File: src/rtl/mem_responder.sv
// rtl/mem_responder.sv - CPU memory responder: byte RAM, two I/O bytes, serial program loader
module mem_responder #(
  parameter int                DEPTH       = 256,
  parameter int                ADDR_W      = 12,
  parameter logic [ADDR_W-1:0] IO_OUT_ADDR = 12'hFF0,
  parameter logic [ADDR_W-1:0] IO_IN_ADDR  = 12'hFF1
) (
  input  logic              clk,
  input  logic              reset,
  input  logic [ADDR_W-1:0] M_addr,
  input  logic [7:0]        M_data_out,
  input  logic              Write_read,
  output logic [7:0]        M_data_in,
  input  logic              load_start,
  input  logic              load_valid,
  input  logic [7:0]        load_data,
  input  logic              load_done,
  input  logic              run_start,
  input  logic [7:0]        in_port,
  output logic [7:0]        out_port,
  output logic              cpu_hold,
  output logic [1:0]        state,
  output logic [15:0]       wr_count,
  output logic              addr_err
);

  localparam int                AW       = (DEPTH > 1) ? $clog2(DEPTH) : 1;
  localparam logic [ADDR_W-1:0] DEPTH_A  = ADDR_W'(DEPTH);
  localparam logic [AW-1:0]     LAST_PTR = AW'(DEPTH - 1);

  if (DEPTH < 1 || DEPTH >= 2**ADDR_W || DEPTH > int'(IO_OUT_ADDR) || DEPTH > int'(IO_IN_ADDR)) begin : g_bad_depth
    $error("mem_responder: RAM range overlaps the I/O addresses");
  end

  typedef enum logic [1:0] {
    S_HOLD = 2'b00,
    S_LOAD = 2'b01,
    S_RUN  = 2'b10
  } state_t;

  state_t        state_q, state_d;
  logic [AW-1:0] ptr_q;
  logic [7:0]    mem [DEPTH];

  logic          run, is_ram, is_out, is_in;
  logic          load_we, cpu_ram_we, wr_ok, bad_access;
  logic [AW-1:0] ram_idx;
  logic [7:0]    rd_byte;

  always_comb begin
    state_d = state_q;
    case (state_q)
      S_HOLD: begin
        if (load_start)     state_d = S_LOAD;
        else if (run_start) state_d = S_RUN;
      end
      S_LOAD: begin
        // A restart stays in LOAD; otherwise done or the final byte ends the load.
        if (load_start)                                     state_d = S_LOAD;
        else if (load_done || (load_valid && ptr_q == LAST_PTR)) state_d = S_RUN;
      end
      S_RUN: begin
        if (load_start) state_d = S_LOAD;
      end
      default: state_d = S_HOLD;
    endcase
  end

  always_comb begin
    run        = (state_q == S_RUN);
    is_ram     = (M_addr < DEPTH_A);
    is_out     = (M_addr == IO_OUT_ADDR);
    is_in      = (M_addr == IO_IN_ADDR);
    ram_idx    = M_addr[AW-1:0];
    load_we    = !reset && (state_q == S_LOAD) && load_valid && !load_start;
    cpu_ram_we = !reset && run && Write_read && is_ram;
    wr_ok      = run && Write_read && (is_ram || is_out);
    bad_access = run && ((!is_ram && !is_out && !is_in) || (Write_read && is_in));
    rd_byte    = 8'h00;
    if (is_ram)      rd_byte = mem[ram_idx];
    else if (is_in)  rd_byte = in_port;
    else if (is_out) rd_byte = out_port;
  end

  // RAM has no reset so a program survives a reset.
  always_ff @(posedge clk) begin
    if (load_we)         mem[ptr_q]   <= load_data;
    else if (cpu_ram_we) mem[ram_idx] <= M_data_out;
  end

  always_ff @(posedge clk) begin
    if (reset) begin
      state_q   <= S_HOLD;
      ptr_q     <= '0;
      M_data_in <= 8'h00;
      out_port  <= 8'h00;
      wr_count  <= 16'h0000;
      addr_err  <= 1'b0;
    end else begin
      state_q <= state_d;
      if (load_start)                         ptr_q <= '0;
      else if (load_we && ptr_q != LAST_PTR)  ptr_q <= ptr_q + 1'b1;
      // Writes also return the old contents so no stale byte lingers.
      if (run)                                M_data_in <= rd_byte;
      if (run && Write_read && is_out)        out_port  <= M_data_out;
      if (wr_ok && wr_count != 16'hFFFF)      wr_count  <= wr_count + 16'd1;
      if (bad_access)                         addr_err  <= 1'b1;
    end
  end

  assign state    = state_q;
  assign cpu_hold = (state_q != S_RUN);

endmodule

File: config.mk
export PLATFORM = sky130hd
export DESIGN_NAME = mem_responder
export DESIGN_NICKNAME = d
export VERILOG_FILES = /design/src/rtl/mem_responder.sv
export SDC_FILE = /design/constraint.sdc
export NUM_CORES = 2
export LEC_CHECK = 0
export CAP_MARGIN = 40
export CELL_PAD_IN_SITES_DETAIL_PLACEMENT = 1
export CELL_PAD_IN_SITES_GLOBAL_PLACEMENT = 1
export CORE_AREA = 2 2 579 581
export DETAILED_ROUTE_END_ITERATION = 6
export DIE_AREA = 0 0 581 583
export PLACE_DENSITY = 0.4
export SLEW_MARGIN = 20
export SYNTH_ARGS = -nofsm -noshare
export SYNTH_HDL_FRONTEND = slang
export SYNTH_SLANG_ARGS = --single-unit
File: constraint.sdc
create_clock -name clk -period 12.32 [get_ports clk]
set_input_delay 2.464 -clock clk [delete_from_list [all_inputs] [get_ports clk]]
set_output_delay 2.464 -clock clk [all_outputs]
set_load 0.02 [all_outputs]
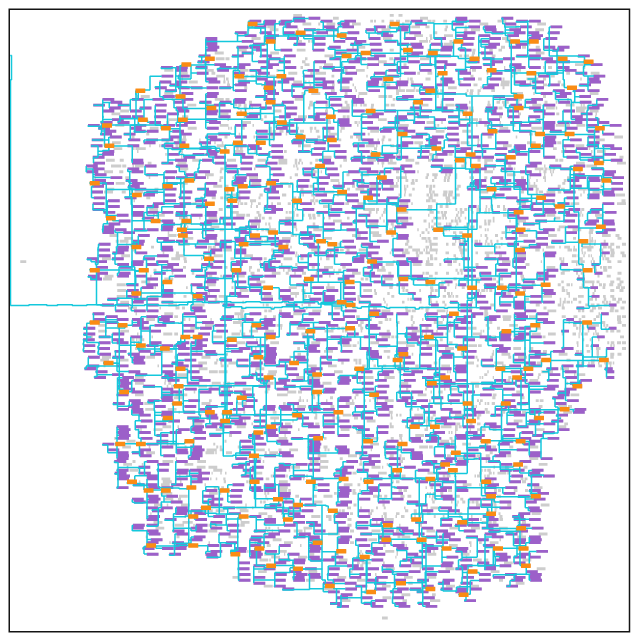
Fig. 1. Routed clock nets over the placement.
flip-flops: shown in purple, count 2091. cells driving clock nets: shown in orange, count 239. clock wires: shown in cyan, length 29.8 mm.
There are 240 routed clock nets.
Worst Clk Skew: 0.0487 ns
clock latency on the worst-skew pair: 0.91 ns
clk pwr: 7.00 mW
Clock power frac: 0.447

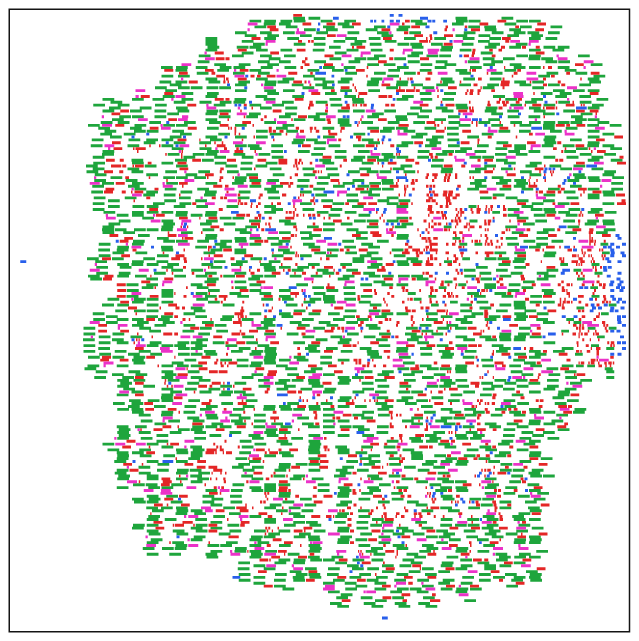
Fig. 2. Cells colored by class.
all other logic: shown in red, cells 1762, share of their area 20%. other buffers and delay cells: shown in blue, cells 360, share of their area 3.6%. clock drivers and dummy loads: shown in magenta, cells 434, share of their area 8.2%. flip-flops: shown in green, cells 2091, share of their area 68%.
Finished Core Util: 0.293
Final Cell Area: 97400 um^2
Core Footprint: 332000 um^2
Seq/total area: 0.640
FP Rows: 212

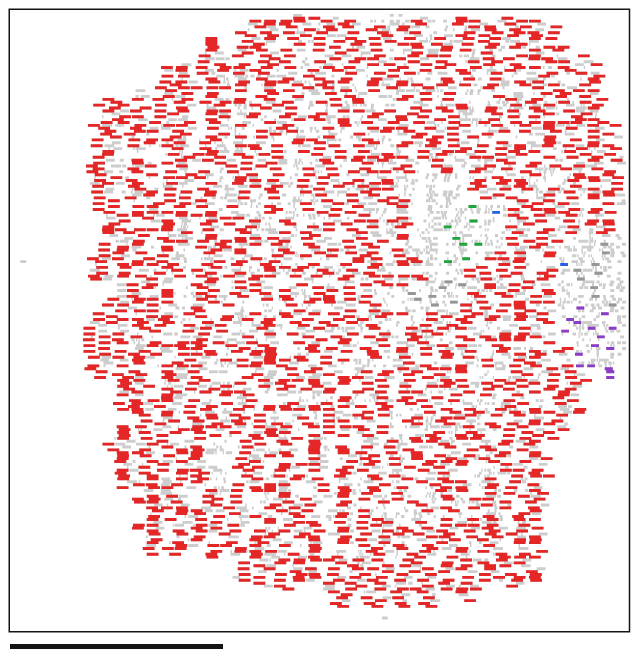
Fig. 3. Sequential cells colored by netlist name.
The bar under the picture is 200 um long.
`wr_count`: shown in purple, sequential cells 16, where middle right. `ptr_q`: shown in green, sequential cells 8. `state`: shown in blue, sequential cells 2. `mem`: shown in red, sequential cells 2048, where all over the die.
Another 17 sequential cells are not colored.
Flop area: 62400 um^2
Seq power: 7.82 mW

==> run_results.csv <==
group,metric,value,unit
run_status,status,"complete, no violations",
final_timing,fmax,162,MHz
final_timing,drv_slew,0,
die,die-area,339000,um^2
placement,dp_hpwl,187000,um
worst_setup_path,required,13.09,ns
cts,cts_root_buffer,"clkbuf_16",
worst_setup_path,crit_start,"M_addr[0]",
final_layout,nets,4499,
worst_hold_path,hold_depth,2,
yosys,ys_types,83,
final_timing,tightestPinTransition,1.25,ns
cts,clock_path_buffers,4,
power,power_density,161,nW/um^2
final_layout,instances_no_fill,9041,
final_timing,rsz0062_at_grt,"false",
yosys,numSynthFlops,2091,
yosys,syn_nets,4140,
final_timing,min_period_over_period,0.500,
worst_setup_path,r2r_end,"mem[215][2]",
global_route,track_usage,0.171,
run,cap_viol_max_count,0,
route,ant_nets,0,
final_timing,finalHoldViolCount,0,
cts,h-tree-depth,4,
final_timing,setup-tns-final,0,ns
cts,hold_buffers,0,
power,irDropWorstVdd,0.000101,V
die,die_y,583,um
worst_setup_path,r2r_start,"state[1]",
worst_setup_path,critPathKind,"in -> reg",
worst_setup_path,crit_fanout,52,
die,ioPinCount,79,
die,die_x,581,um
final_timing,post-route-min-period,6.16,ns
cts,clock_sinks,2091,
final_timing,hold_ws,0.497,ns
yosys,ff_type,"edfxtp_1",
cts,post-cts-setup-buffer-count,0,
cts,tritoncts,"yes",
route,route.detailed.drc,0,
power,p_total,15.6,mW
route,routed_wl,295000,um
worst_setup_path,critPathLaunchType,"input port",
route,wl_per_cell,32.6,um
cts,cts_resized,0,
placement,placed_cells,8532,
worst_hold_path,hold_end,"addr_err",
final_layout,largest_register,"mem",
route,vias_per_cell,4.73,
final_timing,final-setup-viol-count,0,
placement,dpl_worst_slack,5.08,ns
placement,globalplace.congestion,0.771,
yosys,synth.avg_cell_area,20.2,um^2
yosys,yosys.stat.seqShare,0.753,
cts,cts_buffers,239,
route,firstDrtPassIters,5,
final_layout,drive_gt1_frac,0.250,
yosys,syn-cell-area,82800,um^2
worst_hold_path,hp-start,"addr_err",
worst_setup_path,cp.arrival,6.93,ns
power,leakagePower,30.2,nW
global_route,antenna_found_initial,23,
worst_hold_path,holdCritPathClass,"reg -> reg",
yosys,yosysChipArea,82800,um^2
placement,place_area,89300,um^2
yosys,yosysCellCount,4095,
final_layout,syn_to_final_growth,17.7,%
die,fp_util,0.249,
run,warning_count,42,
worst_setup_path,reg2regPathDepth,6,
placement,io_buffers,78,
worst_setup_path,rrSetupSlack,7.94,ns
global_route,grt_pass1_vias,44900,
yosys,edf_count,2048,
final_timing,layout_setup_ws,6.16,ns
route,vias,42800,
final_timing,slew_headroom,0.170,
cts,clk_pin_slew,0.06,ns
yosys,ys_async_sr_fraction,0,
final_layout,largest_register_ffs,2048,
yosys,ys.warnings.count,0,
yosys,synthCells,4095,
route,drtIter0Drc,4266,
worst_setup_path,crit_path_end_kind,"flop",
final_layout,reg.largest.list,"mem: 2048 flops, wr_count: 16 flops",
global_route,grt-ovfl-total,0,
global_route,grt_pass1_wl,402000,um
global_route,grt_max_degree,165,
==> layer usage <==
layer | vias to the layer above | global-route usage | wire, um
met1 | 23700 | 0.243 | 135000
met2 | 1138 | 0.280 | 140000
met3 | 333 | 0.0223 | 13600
met4 | 0 | 0.0380 | 5980
met5 | - | 0 | 0
li1 | 17600 | - | -
==> kinds of logic (layout without fill, tap and decap cells) <==
group / Yosys count / count (layout) / synth area share
and+or+nand+nor: 707 / 707 / 0.0402
muxes: 654 / 654 / 0.150
AOI/OAI and AO/OA: 368 / 368 / 0.0317
buffers and inverters: 254 / 806 / 0.0228
adders and majority gates: 2 / 2 / 0.000302
other: 0 / 7 / 0
xor gates and xnor gates: 19 / 19 / 0.00201
DFF: 2091 / 2091 / 0.753
==> worst max-delay path: stages <==
cell,delay [ns]
buf_8,0.44
buf_4,0.58
buf_4,0.62
mux4_2,0.59
nand2_1,0.09
nand2_1,0.16
a221oi_1,0.85
a2111oi_1,0.11
buf_4,0.19
nor4_1,0.50
o31ai_1,0.11
==> cells in the mapped netlist, types with 19 or more instances <==
library cell / instances / area share
buf_4: 31 / 0.0028
a221oi_1: 47 / 0.0050
buf_2: 81 / 0.0049
buf_6: 49 / 0.0067
buf_8: 19 / 0.0034
o22ai_1: 25 / 0.0019
dfxtp_1: 43 / 0.010
o21ai_0: 53 / 0.0032
edfxtp_1: 2048 / 0.74
a31oi_1: 20 / 0.0015
nand3_1: 48 / 0.0029
nand2_1: 183 / 0.0083
mux4_2: 451 / 0.12
a21oi_1: 53 / 0.0032
clkbuf_1: 42 / 0.0019
mux2i_1: 184 / 0.022
nor2_1: 321 / 0.015
a22oi_1: 61 / 0.0055
==> final cells by class <==
type                            count  area (um^2)
Fill cell                       33700       235000
Multi-Input combinational cell   1750        18700
Antenna cell                        7         17.5
Sequential cell                  2091        62400
Clock inverter                    141         1260
Inverter                           12         51.3
Clock buffer                      293         6260
Timing Repair Buffer              360         3280
Tap cell                         4387         5490
==> how the worst max path moves through the flow <==
| stage | to | slack, ns | depth (start not counted) |
|---|---|---|---|
| final | M_data_in[5] | 6.16 | 11 |
| after global routing | M_data_in[5] | 5.96 | 11 |
| after detailed placement | M_data_in[5] | 5.08 | 11 |
| after floorplan | mem[0][0] | 4.75 | 5 |
| after global placement | mem[62][1] | 4.91 | 7 |
| after CTS | M_data_in[5] | 6.04 | 11 |
==> power by group <==
| group | leakage [nW] | internal (mW) | switching [mW] | total (mW) |
|---|---|---|---|---|
| Sequential | 18.7 | 7.81 | 0.0115 | 7.82 |
| Combinational | 7.71 | 0.256 | 0.568 | 0.824 |
| Clock | 3.71 | 4.06 | 2.94 | 7.00 |
| Total | 30.2 | 12.1 | 3.52 | 15.6 |
==> cell usage in the layout (no fill, tap or decap), types with 20 or more instances in the layout <==
cell	count
dfxtp_1	43
mux2i_1	184
buf_4	244
nand2_1	174
clkinv_1	58
o22ai_1	25
clkbuf_16	242
a31oi_1	20
a22oi_1	61
mux4_2	451
clkdlybuf4s50_1	71
nor2_1	316
edfxtp_1	2048
bufinv_16	23
a221oi_1	47
o21ai_0	50
nand3_1	48
clkbuf_1	50
a21oi_1	53
clkinv_2	55
Power and IR drop assume default switching activity.
